Figure 1. Placed standard cells.
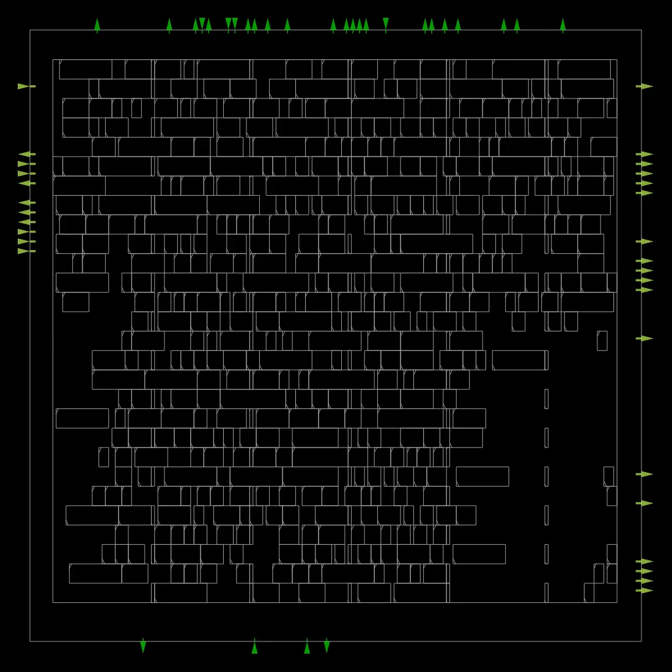
Figure 2. Cells by drive strength.
Drawn at 6 px/um.
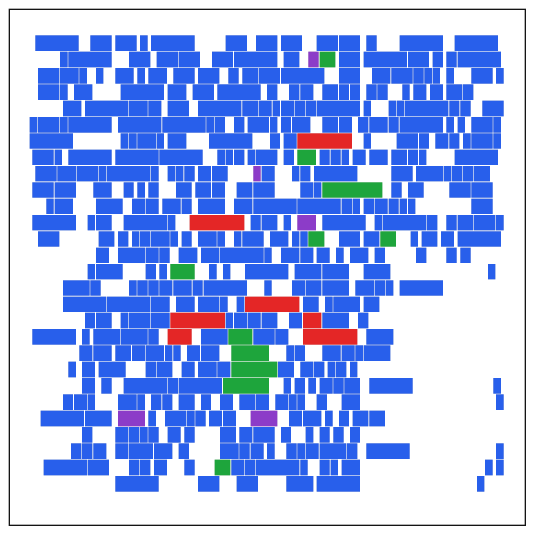
Figure 3. I/O pins on the die edge.
Drawn at 6 px/um. Pins as bars across the die edge, other pins in gray.
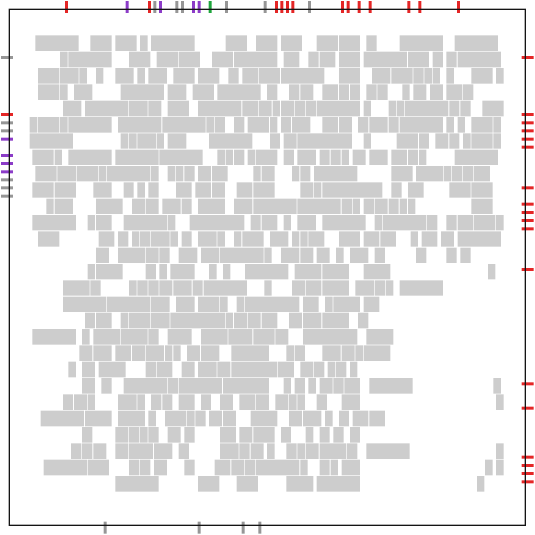
Figure 4. I/O nets highlighted.
Drawn at 3 px/um.
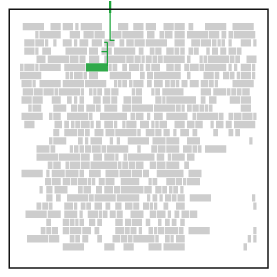
$ cat config.mk
export PLATFORM = sky130hd
export DESIGN_NAME = vga_frame_reader
export DESIGN_NICKNAME = d
export VERILOG_FILES = /design/src/rtl/vga_pkg.sv /design/src/rtl/vga_timing.sv /design/src/rtl/vga_frame_reader.sv
export SDC_FILE = /design/constraint.sdc
export NUM_CORES = 1
export LEC_CHECK = 0
export ABC_CLOCK_PERIOD_IN_PS = 8600
export CORE_MARGIN = 3
export CORE_UTILIZATION = 55
export CTS_BUF_LIST = sky130_fd_sc_hd__clkbuf_16
export DETAILED_ROUTE_END_ITERATION = 10
export PLACE_DENSITY = 0.88
export SLEW_MARGIN = 20
export SYNTH_ARGS = -nofsm -noshare
export SYNTH_HDL_FRONTEND = slang
export SYNTH_HIERARCHICAL = 1
export SYNTH_SLANG_ARGS = --single-unit
$ cat constraint.sdc
create_clock -name clk -period 8.6 [get_ports clk]
set_input_delay 1.72 -clock clk [delete_from_list [all_inputs] [get_ports clk]]
set_output_delay 1.72 -clock clk [all_outputs]
set_load 0.02 [all_outputs]
$ cat src/rtl/vga_pkg.sv
// Shared VGA timing defaults, image sizes and the line/frame region type.
package vga_pkg;

   localparam int DEF_H_VISIBLE = 640;
   localparam int DEF_H_FP      = 16;
   localparam int DEF_H_SYNC    = 96;
   localparam int DEF_H_BP      = 48;
   localparam int DEF_V_VISIBLE = 480;
   localparam int DEF_V_FP      = 10;
   localparam int DEF_V_SYNC    = 2;
   localparam int DEF_V_BP      = 33;
   localparam int DEF_ORIG_SIZE = 400;
   localparam int DEF_ZOOM_SIZE = 300;

   localparam int CNT_W  = 10;
   localparam int ADDR_W = 18;

   typedef enum logic [1:0] {
      VISIBLE,
      FRONT,
      SYNC,
      BACK
   } region_e;

   function automatic region_e region_of(
      input logic [CNT_W-1:0] c,
      input int               vis,
      input int               fp,
      input int               syn
   );
      int ci;
      ci = int'(c);
      if (ci < vis)
         return VISIBLE;
      else if (ci < vis + fp)
         return FRONT;
      else if (ci < vis + fp + syn)
         return SYNC;
      else
         return BACK;
   endfunction

endpackage

$ cat src/rtl/vga_timing.sv
// Pixel-tick h/v counters, region decode and frame-start strobe.
module vga_timing
   import vga_pkg::*;
#(
   parameter int H_VISIBLE = DEF_H_VISIBLE,
   parameter int H_FP      = DEF_H_FP,
   parameter int H_SYNC    = DEF_H_SYNC,
   parameter int H_BP      = DEF_H_BP,
   parameter int V_VISIBLE = DEF_V_VISIBLE,
   parameter int V_FP      = DEF_V_FP,
   parameter int V_SYNC    = DEF_V_SYNC,
   parameter int V_BP      = DEF_V_BP
) (
   input  logic             clk,
   input  logic             reset,
   input  logic             pix_en,
   output logic [CNT_W-1:0] h_cnt,
   output logic [CNT_W-1:0] v_cnt,
   output logic [CNT_W-1:0] h_nxt,
   output logic [CNT_W-1:0] v_nxt,
   output region_e          h_region,
   output region_e          v_region,
   output logic             frame_start
);

   localparam int H_TOTAL = H_VISIBLE + H_FP + H_SYNC + H_BP;
   localparam int V_TOTAL = V_VISIBLE + V_FP + V_SYNC + V_BP;

   always_comb begin
      h_nxt = h_cnt + 1'b1;
      v_nxt = v_cnt;
      if (h_cnt == CNT_W'(H_TOTAL - 1)) begin
         h_nxt = '0;
         if (v_cnt == CNT_W'(V_TOTAL - 1))
            v_nxt = '0;
         else
            v_nxt = v_cnt + 1'b1;
      end
   end

   always_ff @(posedge clk) begin
      if (reset) begin
         h_cnt <= '0;
         v_cnt <= '0;
      end else if (pix_en) begin
         h_cnt <= h_nxt;
         v_cnt <= v_nxt;
      end
   end

   assign h_region = region_of(h_cnt, H_VISIBLE, H_FP, H_SYNC);
   assign v_region = region_of(v_cnt, V_VISIBLE, V_FP, V_SYNC);

   // The tick spent at (0,0) is the first tick of a frame, including after reset.
   assign frame_start = pix_en & ~reset & (h_cnt == '0) & (v_cnt == '0);

endmodule

$ cat src/rtl/vga_frame_reader.sv
// Streams a square grayscale image from VRAM into a VGA raster.
module vga_frame_reader
   import vga_pkg::*;
#(
   parameter int H_VISIBLE = DEF_H_VISIBLE,
   parameter int V_VISIBLE = DEF_V_VISIBLE,
   parameter int H_FP      = DEF_H_FP,
   parameter int H_SYNC    = DEF_H_SYNC,
   parameter int H_BP      = DEF_H_BP,
   parameter int V_FP      = DEF_V_FP,
   parameter int V_SYNC    = DEF_V_SYNC,
   parameter int V_BP      = DEF_V_BP,
   parameter int ORIG_SIZE = DEF_ORIG_SIZE,
   parameter int ZOOM_SIZE = DEF_ZOOM_SIZE
) (
   input  logic        clk,
   input  logic        reset,
   input  logic        pix_en,
   input  logic        image_select,
   input  logic [7:0]  vram_out,
   output logic [31:0] gpu_address,
   output logic        image_select_out,
   output logic        hsync,
   output logic        vsync,
   output logic        de,
   output logic [7:0]  pixel,
   output logic        frame_start
);

   logic [CNT_W-1:0]  h_cnt, v_cnt, h_nxt, v_nxt;
   region_e           h_region, v_region;
   logic [ADDR_W-1:0] addr;
   logic              sel_nxt;
   logic [CNT_W-1:0]  w_cur, w_nxt;
   logic              in_cur, in_nxt;

   vga_timing #(
      .H_VISIBLE (H_VISIBLE),
      .H_FP      (H_FP),
      .H_SYNC    (H_SYNC),
      .H_BP      (H_BP),
      .V_VISIBLE (V_VISIBLE),
      .V_FP      (V_FP),
      .V_SYNC    (V_SYNC),
      .V_BP      (V_BP)
   ) u_timing (
      .clk         (clk),
      .reset       (reset),
      .pix_en      (pix_en),
      .h_cnt       (h_cnt),
      .v_cnt       (v_cnt),
      .h_nxt       (h_nxt),
      .v_nxt       (v_nxt),
      .h_region    (h_region),
      .v_region    (v_region),
      .frame_start (frame_start)
   );

   // The select being latched this tick governs the position we move to.
   assign sel_nxt = frame_start ? image_select : image_select_out;
   assign w_cur   = image_select_out ? CNT_W'(ZOOM_SIZE) : CNT_W'(ORIG_SIZE);
   assign w_nxt   = sel_nxt ? CNT_W'(ZOOM_SIZE) : CNT_W'(ORIG_SIZE);
   assign in_cur  = (h_cnt < w_cur) && (v_cnt < w_cur);
   assign in_nxt  = (h_nxt < w_nxt) && (v_nxt < w_nxt);

   always_ff @(posedge clk) begin
      if (reset) begin
         addr             <= '0;
         image_select_out <= 1'b0;
         hsync            <= 1'b1;
         vsync            <= 1'b1;
         de               <= 1'b0;
         pixel            <= '0;
      end else if (pix_en) begin
         image_select_out <= sel_nxt;
         if (h_nxt == '0 && v_nxt == '0)
            addr <= '0;
         else if (in_nxt)
            addr <= addr + 1'b1;
         hsync <= (h_region != SYNC);
         vsync <= (v_region != SYNC);
         de    <= (h_region == VISIBLE) && (v_region == VISIBLE);
         pixel <= in_cur ? vram_out : 8'd0;
      end
   end

   assign gpu_address = {{(32 - ADDR_W){1'b0}}, addr};

endmodule

==> results.txt <==
The flow completed. The finished design was reported to have a net count of approximately 500. The worst setup path is captured at a register. Dividing the detail-routed wire length by the instance count gives about 17 um.

For this run, the detailed router reports a per-instance via density of approximately 6.4. Number of max-capacitance violations reported landed at 0. In this design, the critical path's most frequently occurring cell is sky130_fd_sc_hd__inv_1. Per the detailed placement report, the placed cell area equals 3870 um2. Per the cell usage report, the commonest logic cells after layout are sky130_fd_sc_hd__dfxtp_1 (50), sky130_fd_sc_hd__nor2_1 (48), sky130_fd_sc_hd__clkdlybuf4s50_1 (41). The synthesized netlist devotes between 20% and 30% of its cell area to compound gates. Number of cells in Yosys stat landed at 438. Total power consumption of the routed design landed at 0.522 mW.

The largest registers in the layout are addr x18, u_timing/h_cnt x10, u_timing/v_cnt x10. End-of-flow core utilization landed at around two thirds. Number of antenna violations at the first check in global routing landed at 0. For the worst flop-to-flop path, the logic depth is 12.

Signal nets in the final route climb as high as met4. The average instance in the mapped netlist occupies around 8 um2. Clock latency on the worst-skew pair landed at 0.30 ns. Combinational cells account for a little over an eighth of the total power.

The critical path's slowest stage uses the library cell sky130_fd_sc_hd__mux2i_1. Post-synth the commonest register cell is sky130_fd_sc_hd__dfxtp_1. Summing all non-filler instances in the final layout gives an area of about 4000 um2. TritonCTS reports the number of clock sinks as 50. For this run, global-route usage on met2 was measured as 41.7%. The synthesis run shows multiplexers occupying 1.43% of the cell area. The data required time reported for the critical path is 8.82 ns. Total CTS buffers landed at 5. Once detail routing completed, the nets flagged for antenna violations numbered 0. TritonCTS built the clock tree. Number of fill cells landed at around 500. Once routing completed, OpenROAD measured the worst setup slack at 2.12 ns. Per report_power, the top consumer among the power groups is sequential cells. The critical path is of the primary input to register type. around 57 I/O pins were placed. Placement row count landed at 28. Register bit total from synthesis landed at approximately 50.

Setup repair after global routing left no endpoint under its margin. In this run the worst hold path is classified as register to register. The number of placed instances, taps included, is ~540. More flip-flops sit in one register than any other, and that register is addr. Post-synthesis cell type count landed at around 60. Number of buffers on the longest clock path landed at 2.

The finished layout holds 546 standard cells, fillers aside. Entering global routing, the biggest net connects ~54 pins. Critical path data arrival time landed at ~6.7 ns. Of the total synthesized cell area, the portion taken by XOR and XNOR cells is ~4.0%. Routed length on met1 landed at between 4000 and 5000 um. The flow ran to the end, and the final reports show no timing, DRC or antenna violations.

Aggregate negative setup slack landed at 0 ns. The first global-routing pass estimated ~15,000 um of wire. The commonest cells after synthesis are sky130_fd_sc_hd__dfxtp_1 (50), sky130_fd_sc_hd__nor2_1 (48), sky130_fd_sc_hd__o21ai_0 (36). Count of warnings emitted by yosys landed at 6. Count of routing violations after the opening detailed-route iteration landed at between 300 and 400.

Detailed-routed wire length on met3 landed at a little over 600 um. Ratio of total power to cell area landed at 130 nW/um2. Slack of the worst reg-to-reg path landed at 3.88 ns. Recorded from the global router log, the overflow total was 0. After floorplanning, the die was sized to cover around 7400 um2. The script computed the net switching share of total power as 28.2%. Clock share of power landed at approximately 40%. The non-clock inverters instantiated in the layout total 17. The synthesized design contains 0 enable-type register cells.

The layer flagged by global routing as most heavily used is met2. The final timing report lists a hold violation count of 0. Total tool warning count landed at 28.

Across all hold checks on the routed design, the worst slack comes to just under 0.5 ns. Layout cell share with drive strength beyond 1 landed at 4.88%. By instance count after routing, the leading logic cell type is sky130_fd_sc_hd__dfxtp_1. In this run, the synthesized area fraction spent on adder and majority cells is recorded as under 10%. In this run, power in the clock network comes to ~0.21 mW. The share of the Yosys chip area taken by registers is between 20% and 30%. STA lists the startpoint of the worst hold path as addr[17]$_SDFFE_PP0P_. Placer's final routability congestion estimate landed at between 0.9 and 1. H-tree depth landed at 2. Among cell families on the critical path, the largest total delay comes from simple AND/OR/NAND/NOR gates.

After layout the clock buffers and inverters come to around 3.8% of cell area. Of the total power, registers draw a little under half. For reference, the critical path is captured by addr[12]$_SDFFE_PP0P_. Highest achievable clock rate landed at ~0.15 GHz.

According to the dpl log, the detail-placed design has an HPWL of between 6000 and 7000 um. Looking at the reg2reg group, the worst path ends at addr[12]$_SDFFE_PP0P_. Final-report max-slew violation count landed at 0.

The root buffer cell chosen for the clock tree is sky130_fd_sc_hd__clkbuf_16. Floorplan utilization landed at 58.1%. The final antenna diode tally reported by the flow is 0. Power attributed to sequential cells landed at roughly 0.24 mW. Proportion of netlist area held by the largest area contributor landed at between 20 and 30%. Multi-input gate count landed at approximately 350. Number of cells on the critical path landed at 15.

Residual DRC count landed at 0. The internal power of the cells totals 0.375 mW. Global-route met1 utilization landed at 33.6%. On the worst path, the slowest cell contributes a delay of 0.65 ns.

Global-route usage over all layers landed at 25.6%. The final timing report counts setup violations totalling 0. The script reports the combined buffer and inverter count of the critical path as 4.

Detailed-route via count landed at 3,506. Number of stages on the worst hold path landed at 2. Number of global-route vias before repair landed at ~3.2k. The most frequently used library cell after synthesis is sky130_fd_sc_hd__dfxtp_1. Final period utilization landed at approximately three quarters. Worst setup slack before clock tree synthesis landed at 2.07 ns. Post-route minimum period landed at around 6.5 ns.

Number of well taps landed at around 75. For this run, the chip area from Yosys synthesis comes to between 3000 and 4000 um2. The registers of the reported paths see a clock transition of around 0.070 ns. Per the synthesis report, the dominant area consumer among library cells is sky130_fd_sc_hd__dfxtp_1.

STA classifies the critical path startpoint as a primary input. Per the OpenROAD power report, switching power amounts to 0.147 mW. The path with the worst hold slack has its endpoint at addr[17]$_SDFFE_PP0P_. Post-CTS setup buffer count landed at 0.

The largest cell class by area is combinational gates. The core region is ~6000 um2. Combinational power landed at 0.0692 mW.

The routed design uses ~4500 um of met2 wire. Final wirelength landed at 9340 um. The synthesis run identifies the leading combinational cell family as simple AND/OR/NAND/NOR gates.

Summing all multi-input logic gate instances after layout gives roughly 2300 um2. By area the synthesized netlist is led by sky130_fd_sc_hd__dfxtp_1 (29%), sky130_fd_sc_hd__ha_1 (7.5%), sky130_fd_sc_hd__o21ai_0 (5.1%). Routing resource usage on met3 recorded by global route was around 4.5%. The report lists the cells along the critical path as clkdlybuf4s50_1, buf_4, inv_1, nor4_1, nand4_1, nor2_1, mux2i_1, inv_1, ha_1, a21o_1, a2111oi_4, o311ai_1, or2_0, or4_1, a21oi_1.

The register with the most flip-flops in the layout has 18 of them. Looking at the VDD voltage map, the peak drop is 0.0000999 V. Instance count of the mapped netlist landed at between 400 and 500.

Hold repair after CTS inserted 0 buffers. Max fanout on the critical path was recorded as 23. Share of synthesized cell area in and, or, nand and nor gates landed at between 30% and 40%. Fraction of registers with async set/reset landed at 0%. The first TritonRoute pass finished after 5 iterations. Worst slew slack as a fraction of its limit landed at between 30% and 40%. Transition time at the pin with the least slew margin landed at ~0.96 ns. The launch point of the critical path was reported as pix_en. Final clock skew landed at around 0.0057 ns. Cell area after synthesis landed at around 3500 um2. Per the OpenROAD power report, leakage power amounts to 1.50 nW. Across the whole layout, multi-input logic makes up 56.3% of the cell area.
Back to the opening pictures, Figure 1:
share of cell area taken by flip-flops and latches: 24.9%
flip-flops: 50

Back to the opening pictures, Figure 2:
- green: _3 and _4 cells (cells 11; share 2.3%)
- red: _6 and larger (cells 7; share 1.5%)
- purple: _2 cells (cells 5; share 1.1%)
- blue: _0 and _1 cells (cells 448; share 95%)
Non-clk bufs: 46
synthesis-to-finish area growth: 15.0%

Back to the opening pictures, Figure 3:
- green: de (pins 1; direction output; edge top)
- purple: pixel (pins 8; direction output; edge 4 left, 4 top)
- red: gpu_address (pins 32; direction output; edge 18 right, 13 top, 1 left)
count of buffers inserted at the top-level ports: 42
die span in y: 85.8 um
Die W: 85.8 um

Back to the opening pictures, Figure 4:
- green: de (direction output; edge top; end cells 1; wire 21.6 um)

Power and IR drop assume default switching activity.
